$ cat src/rtl/gamma_sequencer.sv
// Sequencer for one gamma cycle of a temporal operator: it pulses the operator
// latch, drives rising-edge-coded operands, and captures the first op_y rise.
module gamma_sequencer #(
  parameter int GAMMA_CYCLE_WIDTH = 16,
  parameter int PULSE_WIDTH       = 8,
  parameter int TIME_W            = 4
) (
  input  logic              clk,
  input  logic              rst_n,
  input  logic              start_valid,
  output logic              start_ready,
  input  logic [TIME_W-1:0] a_time,
  input  logic [TIME_W-1:0] b_time,
  input  logic              a_inf,
  input  logic              b_inf,
  output logic              op_set,
  output logic              op_a,
  output logic              op_b,
  input  logic              op_y,
  output logic              res_valid,
  input  logic              res_ready,
  output logic [TIME_W-1:0] res_time,
  output logic              res_inf,
  output logic [1:0]        dbg_state
);

  // Handshakes: a transfer happens on a rising edge where valid and ready are
  // both high; start_ready is high only in IDLE, res_valid only in DONE.

  typedef enum logic [1:0] {
    S_IDLE = 2'd0,
    S_SET  = 2'd1,
    S_RUN  = 2'd2,
    S_DONE = 2'd3
  } state_t;

  // Counter wide enough for 256-clock windows and for comparing any operand time.
  localparam int CW = (TIME_W > 8) ? TIME_W + 1 : 9;
  localparam logic [CW-1:0] PW_LAST  = CW'(PULSE_WIDTH - 1);
  localparam logic [CW-1:0] GCW_LAST = CW'(GAMMA_CYCLE_WIDTH - 1);
  localparam logic [CW-1:0] GCW_C    = CW'(GAMMA_CYCLE_WIDTH);

  state_t            state, state_nxt;
  logic [CW-1:0]     cnt;
  logic [TIME_W-1:0] a_q, b_q;
  logic              a_inf_q, b_inf_q;
  logic              captured;
  logic [CW-1:0]     a_ext, b_ext;

  assign a_ext = {{(CW-TIME_W){1'b0}}, a_q};
  assign b_ext = {{(CW-TIME_W){1'b0}}, b_q};

  always_comb begin
    state_nxt = state;
    case (state)
      S_IDLE: if (start_valid)     state_nxt = S_SET;
      S_SET:  if (cnt == PW_LAST)  state_nxt = S_RUN;
      S_RUN:  if (cnt == GCW_LAST) state_nxt = S_DONE;
      S_DONE: if (res_ready)       state_nxt = S_IDLE;
      default:                     state_nxt = S_IDLE;
    endcase
  end

  // Operator-facing strobes are decoded only from registered state and latches.
  always_comb begin
    start_ready = 1'b0;
    res_valid   = 1'b0;
    op_set      = 1'b0;
    op_a        = 1'b0;
    op_b        = 1'b0;
    case (state)
      S_IDLE: start_ready = 1'b1;
      S_SET:  op_set      = 1'b1;
      S_RUN: begin
        op_a = !a_inf_q && (cnt >= a_ext);
        op_b = !b_inf_q && (cnt >= b_ext);
      end
      S_DONE: res_valid = 1'b1;
      default: ;
    endcase
  end

  assign dbg_state = state;

  always_ff @(posedge clk or negedge rst_n) begin
    if (!rst_n) begin
      state    <= S_IDLE;
      cnt      <= '0;
      a_q      <= '0;
      b_q      <= '0;
      a_inf_q  <= 1'b0;
      b_inf_q  <= 1'b0;
      captured <= 1'b0;
      res_time <= '0;
      res_inf  <= 1'b0;
    end else begin
      state <= state_nxt;
      if ((state_nxt != state) || (state == S_IDLE) || (state == S_DONE))
        cnt <= '0;
      else
        cnt <= cnt + CW'(1);

      if (state == S_IDLE && start_valid) begin
        a_q      <= a_time;
        b_q      <= b_time;
        // Times that can never be reached inside the window behave as no spike.
        a_inf_q  <= a_inf || ({{(CW-TIME_W){1'b0}}, a_time} >= GCW_C);
        b_inf_q  <= b_inf || ({{(CW-TIME_W){1'b0}}, b_time} >= GCW_C);
        captured <= 1'b0;
        res_time <= '0;
        res_inf  <= 1'b0;
      end

      if (state == S_RUN) begin
        if (op_y && !captured) begin
          res_time <= cnt[TIME_W-1:0];
          captured <= 1'b1;
        end
        if (cnt == GCW_LAST)
          res_inf <= !(captured || op_y);
      end
    end
  end

endmodule

$ cat config.mk
export PLATFORM = sky130hd
export DESIGN_NAME = gamma_sequencer
export DESIGN_NICKNAME = d
export VERILOG_FILES = /design/src/rtl/gamma_sequencer.sv
export SDC_FILE = /design/constraint.sdc
export NUM_CORES = 1
export LEC_CHECK = 0
export ABC_AREA = 0
export CAP_MARGIN = 20
export CORE_ASPECT_RATIO = 0.6
export CORE_UTILIZATION = 50
export DETAILED_ROUTE_END_ITERATION = 16
export GPL_ROUTABILITY_DRIVEN = 0
export PLACE_DENSITY = 0.86
export SLEW_MARGIN = 20
export SYNTH_ARGS = -nofsm -noshare
export SYNTH_HDL_FRONTEND = slang
export SYNTH_SLANG_ARGS = --single-unit
$ cat constraint.sdc
create_clock -name clk -period 2.1 [get_ports clk]
set_input_delay 0.315 -clock clk [delete_from_list [all_inputs] [get_ports clk]]
set_output_delay 0.315 -clock clk [all_outputs]
set_load 0.1 [all_outputs]
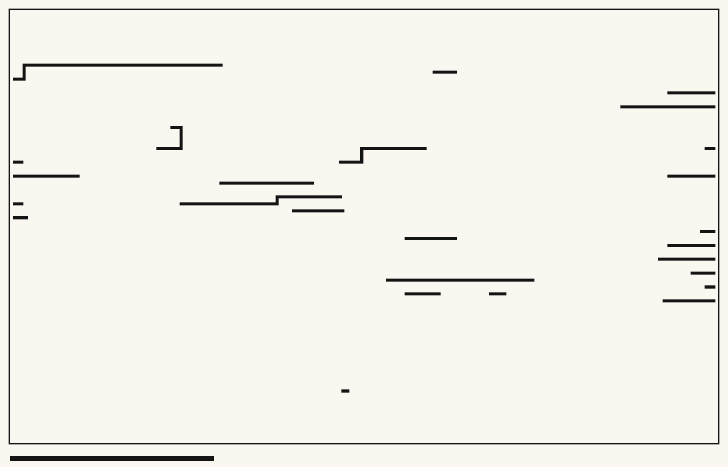
(run_1/m3.png)
Scale bar: 20 um.
nets with wire on the layer	22
longest straight run	19.3 um
main direction	horizontal
share of all routed wire	4.3%

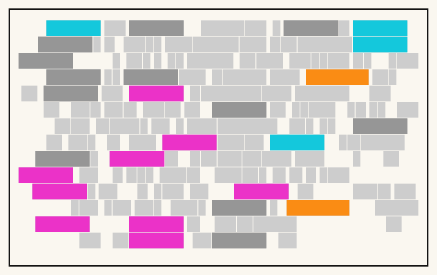
(run_1/ff_map.png)
Other sequential cells in the stronger grey, the rest of the logic in the fainter grey.
netlist name	colour	sequential cells
b_q	cyan	4
cnt	magenta	9
dbg_state	orange	2

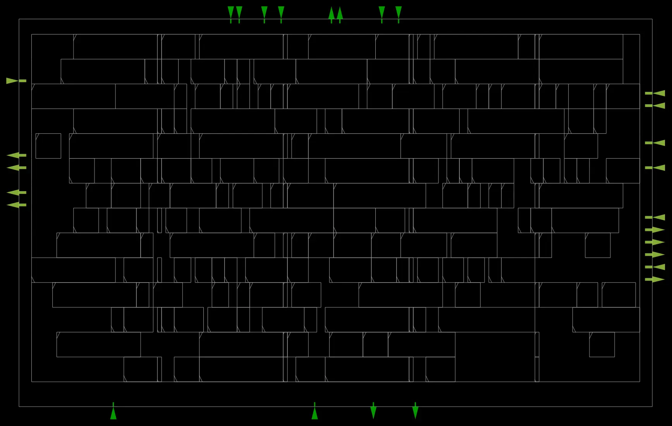
(run_1/placed.png)
Layout fillers: 165
fraction of standard cell area that is sequential: 0.358
row count: 14
sequential cells: 27
Well-Tap Cells: 32

[run 1: through the flow]
step                      setup TNS (ps)  cells
after global routing                -423    201
final                               -311    201
after detailed placement           -28.2    198
after CTS                           -249    201
after floorplan                     -521    136
after global placement                 0    198
[run 1: state kept, by name, indices dropped and copies added (netlist names)]
register,count
cnt,9
a_q,4
b_q,4
res_time,4
dbg_state,2
a_inf_q,1
b_inf_q,1
captured,1
res_inf,1
[run 1: cell usage after synthesis (2+ instances only)]
cell	instances	share of area
a2111oi_0	2	0.013
a21o_1	3	0.016
a22o_1	4	0.026
a31oi_1	2	0.0092
and2_1	2	0.0092
buf_2	3	0.011
dfrtp_1	27	0.49
ha_1	9	0.082
inv_1	9	0.025
nand2_1	22	0.060
nand2b_1	2	0.0092
nand3_1	4	0.015
nor2_1	11	0.030
nor2_2	2	0.0092
nor2b_1	2	0.0092
nor3_1	3	0.011
nor4_1	2	0.0092
o21ai_1	6	0.022
xnor2_1	5	0.032
xor2_1	2	0.013
[run 1: repair_timing]
action,4_1_cts,5_1_grt
endpoints found under the setup margin,2,2
setup buffers,0,0
pin swaps,8,0
gates resized,8,0
[run 1: layout make-up]
type | count | share of cell area
Multi-Input combinational cell | 97 | 0.400
Sequential cell | 27 | 0.358
Timing Repair Buffer | 32 | 0.177
Clock buffer | 3 | 0.0217
Tap cell | 32 | 0.0210
Inverter | 9 | 0.0177
Clock inverter | 1 | 0.00394
[run 1: worst paths after layout]
path                                  start      endpoint  depth (start not counted)
worst min-delay path                  rst_n        cnt[8]                          2
worst max register to register       cnt[1]        cnt[5]                          6
max in group asynchronous             rst_n  dbg_state[0]                          2
worst min register to register  res_time[0]   res_time[0]                          1
worst max-delay path                 cnt[0]          op_a                          7
min in group clk                res_time[0]   res_time[0]                          1
[run 1: metal layers]
metal  up-vias  GRT usage
met4         0     0.0694
li1        533          -
met2        32      0.400
met1       564      0.353
met5         -          0
met3         6     0.0625
[run 1: power by group through the flow]
stage	registers, mW	logic, mW	clock network, mW
5_1_grt	0.847	1.67	0.326
3_3_place_gp	0.807	1.34	0
6_report	0.828	1.57	0.298
4_1_cts	0.820	1.56	0.303
2_1_floorplan	0.993	0.761	0
3_5_place_dp	0.818	1.39	0
[run 1: kinds of logic (layout without fill, tap and decap cells)]
logic type,Yosys count,count (layout)
simple gates,59,59
flops,27,27
compound gates,22,22
buf+inv,12,45
fa+ha+maj,9,9
xor+xnor,7,7
==> results_dict.tcl, run 1 <==
# place-and-route summary
set metrics [dict create \
    run_status "complete, but fails checks" \
    violations "setup timing" \
    simple_gate_share 0.225 \
    post_synth_xor_xnor_area 0.0449 \
    cts_hold_buffers 0 \
    route.detailed.drc 0 \
    floorplan.die_area_um2 2950 \
    slew_headroom 0.714 \
    io_buffers 26 \
    net_switching_power_mw 1.25 \
    h-tree-depth 1 \
    die_w_um 69.5 \
    fin_ws_ps -162 \
    setup-violations-final 2 \
    endpoint_kind "output port" \
    dr.first_iter.drc_count 56 \
    worst_ir_drop_vdd_mv 0.794 \
    place_area_um2 1800 \
    grt_setup_unrepaired "true" \
    critPathRequiredTime_ps 1780 \
    crit_path_cell_trace "inv_2 > ha_4 > nand2b_4 > a21o_1 > a2111oi_4 > nor4_4 > buf_12" \
    pin_count_of_the_biggest_net_entering_global_routing 28 \
    critPathBufInv 2 \
    synth_async_sr_flop_share 1.00 \
    highest_count_cells_in_the_layout_ignoring_fill_and_taps "25 x dfrtp_1, 22 x nand2_1, 14 x clkdlybuf4s50_1, 13 x buf_4, 10 x nor2_1" \
    final-hold-violation-count 0 \
    criticalPathCategory "reg -> out" \
    avgRoutedWirePerCell_um 16.1 \
    numCtsBuffers 3 \
    synth_cells 136 \
    clockPowerShare 0.111 \
    grt_overflow_total 0 \
    critical-path-top-delay-family "AND-OR/OR-AND gates" \
    timing.fmax_mhz 442 \
    multi_input_gate_area_in_the_final_layout_um2 763 \
    finalHoldWorstSlack_ps 407 \
    share_of_final_layout_standard_cells_stronger_than_drive_strength_1 0.266 \
    area.sequential_um2 683 \
]
==> run 2, diff against run 1 <==
Settings changed: CAP_MARGIN 20 to not set, TNS_END_PERCENT set to 20.
==> run 2 against run 1 <==
  * The flow still finishes with violations (setup timing)
  * First-iteration DRC count unchanged
  * Count of clock-buffer cells in the layout unchanged
  * Final cell count unchanged
  * Hold slack unchanged
  * Critical path type unchanged
  * Highest routed layer unchanged
==> results_dict.tcl, run 2 <==
# place-and-route summary
set metrics [dict create \
    run_status "complete, but fails checks" \
    violations "setup timing" \
    cts.sinks 27 \
    slew_headroom 0.714 \
    clockPowerShare 0.111 \
    worstSetupStartpointType "flop" \
    area.growth.synth_to_final_pct 39.7 \
    die_height_um 42.5 \
    warnings 29 \
    timing.fmax_mhz 442 \
    critical-path-top-delay-family "AND-OR/OR-AND gates" \
    critical_path_peak_fanout 2 \
    synth_seq_share 0.495 \
    max_cap_violations 0 \
    avgViaCountPerCell 5.65 \
    avgRoutedWirePerCell_um 16.1 \
    stdcell_area_um2 1910 \
    post-route-min-period_ps 2260 \
    worst_hold_path_type "in -> async" \
    net_switching_power_mw 1.25 \
    worstMarginPinSlew_ps 428 \
    yosys.area.top_type_share 0.495 \
    postSynth.topFlopCell "dfrtp_1" \
    largest-register "cnt" \
    max_stage_delay_ps 420 \
    route.detailed.drc 0 \
    worst_ir_drop_vdd_mv 0.794 \
    post_synth_main_area_contributors "dfrtp_1 49%, ha_1 8.2%, nand2_1 6.0%" \
    first_pass_iters 4 \
    initial_utilization 0.537 \
    logic_gate_share_of_total_power 0.582 \
    number_of_cell_instances_after_yosys_synthesis 136 \
    antennaDiodeCount 0 \
    synth_async_sr_flop_share 1.00 \
    h-tree-depth 1 \
    enable_flop_cells 0 \
    power_leakage_nw 0.859 \
    die_w_um 69.5 \
    postRouteWirelength_um 3240 \
    grt_overflow_total 0 \
    synth_area_um2 1370 \
    finalNetCount 194 \
    fin_skew_ps 1.90 \
    fin_ws_ps -162 \
    critPathBufInv 2 \
    detailed_place_hpwl_um 2320 \
    worst_skew_pair.late_latency_ps 270 \
    share_of_final_layout_standard_cells_stronger_than_drive_strength_1 0.266 \
    critPathRequiredTime_ps 1780 \
    endpoint_kind "output port" \
    place_area_um2 1800 \
    floorplan.die_area_um2 2950 \
    numCtsBuffers 3 \
    p_int_mw 1.44 \
    grt_first_pass_wirelength_um 5600 \
    number_of_antenna_violations_at_the_first_check_in_global_routing 0 \
    grt_setup_unrepaired "true" \
    ys_top_cells_by_count "27 x dfrtp_1, 22 x nand2_1, 11 x nor2_1" \
    crit_path_cell_trace "inv_2 > ha_4 > nand2b_4 > a21o_1 > a2111oi_4 > nor4_4 > buf_12" \
    synth_dominant_cell_count "dfrtp_1" \
    final-hold-violation-count 0 \
    highest_count_cells_in_the_layout_ignoring_fill_and_taps "25 x dfrtp_1, 22 x nand2_1, 14 x clkdlybuf4s50_1, 13 x buf_4, 10 x nor2_1" \
    synth-seq-cells 27 \
    seqPwrFrac 0.307 \
    criticalPathCategory "reg -> out" \
    power.total_mw 2.69 \
    std_cell_rows 14 \
    tritoncts "yes" \
    max-clock-path-buffers 2 \
    cts_hold_buffers 0 \
    post-route-period-util 1.08 \
    synth_top_cell_by_area "dfrtp_1" \
    dr.first_iter.drc_count 56 \
    synth_cells 136 \
    i_o_pin_cnt 27 \
    finalHoldWorstSlack_ps 407 \
    setup_slack_at_placement_ps -28.2 \
    largest_register_ff_count 9 \
    io_buffers 26 \
    clk_transition_reported_paths_ps 90 \
    pin_count_of_the_biggest_net_entering_global_routing 28 \
    aggregate_global_route_resource_usage 0.254 \
    cellPowerDensity_nw_per_um2 1410 \
    setup-violations-final 2 \
]
[run 2: cell counts in the layout (fill, tap and decap cells not counted)]
Identical to the previous run, type by type.
[run 2: final cells by class]
class	count	area [um^2]
repair buffers	32	338
clock buffers	3	41.3
multi-input cells	97	763
fillers	165	633
clock inverters	1	7.51
well taps	32	40.0
flip-flops and latches	27	683
inverters	9	33.8
[run 2: kinds of logic after synthesis]
family | synth area share
AND-OR/OR-AND | 0.116
XOR/XNOR | 0.0449
adder cells (fa/ha/maj) | 0.0825
buffers and inverters | 0.0357
flip-flops | 0.495
AND/OR/NAND/NOR | 0.225
[run 2: power by group through the flow]
stage / sequential [mW] / combinational, mW / clock, mW
3_5_place_dp: 0.818 / 1.39 / 0
4_1_cts: 0.820 / 1.56 / 0.303
3_3_place_gp: 0.807 / 1.34 / 0
5_1_grt: 0.847 / 1.67 / 0.326
2_1_floorplan: 0.993 / 0.761 / 0
6_report: 0.828 / 1.57 / 0.298
[run 2: routing by layer]
layer / vias up / track usage / share of wire
li1: 533 / - / -
met1: 564 / 0.353 / 0.48
met2: 32 / 0.400 / 0.46
met3: 6 / 0.0625 / 0.043
met4: 0 / 0.0694 / 0.014
met5: - / 0 / 0
[run 2: timing repair]
item	in CTS	in global routing
gates resized	8	0
setup buffers	0	0
gates cloned	0	0
setup endpoints to repair	2	2
pin swaps	8	0
[run 2: final timing paths]
| path | startpoint | end | slack, ps | cells past startpoint |
|---|---|---|---|---|
| worst min-delay path | rst_n | cnt[8] | 410 | 2 |
| worst max register to register | cnt[1] | cnt[5] | 260 | 6 |
| worst max-delay path | cnt[0] | op_a | -160 | 7 |
| max in group asynchronous | rst_n | dbg_state[0] | 1400 | 2 |
| min in group clk | res_time[0] | res_time[0] | 510 | 1 |
| worst min register to register | res_time[0] | res_time[0] | 510 | 1 |
[run 2: worst register-to-register path, stage by stage, from the launching register on]
cell and delay (ps):
dfrtp_1 420, buf_4 160, ha_1 200, and4bb_2 290
a41oi_1 170, a21oi_2 370, nor2_1 110
[run 2: per-stage QoR]
| step | setup TNS (ps) | cells |
|---|---|---|
| after CTS | -249 | 201 |
| after floorplan | -521 | 136 |
| after global placement | 0 | 198 |
| final | -311 | 201 |
| after detailed placement | -28.2 | 198 |
| after global routing | -423 | 201 |
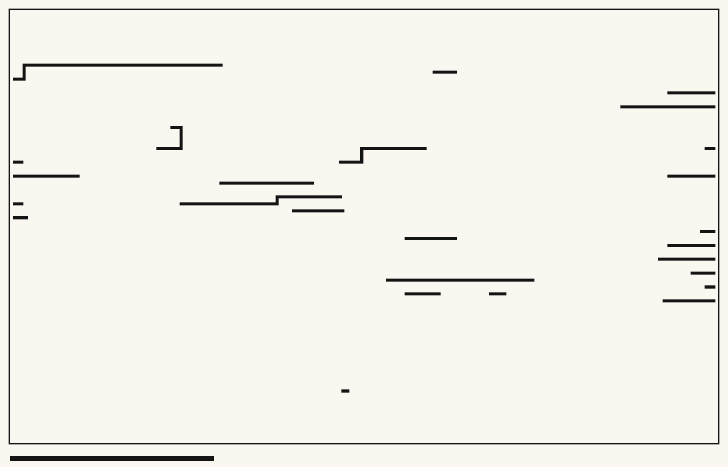
(run_2/m3.png)
Scale bar: 20 um.
nets with wire on the layer	22
share of all routed wire	4.3%
wire length on this layer	139 um
longest straight run	19.3 um

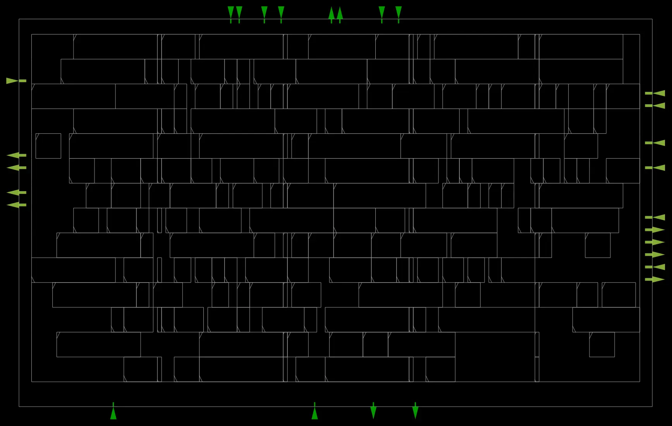
(run_2/placed.png)
final core utilization: 0.751
core area: 2540 um^2
Non-Filler Instances: 201

No activity file was given, so power comes from the tool's default toggle rates.
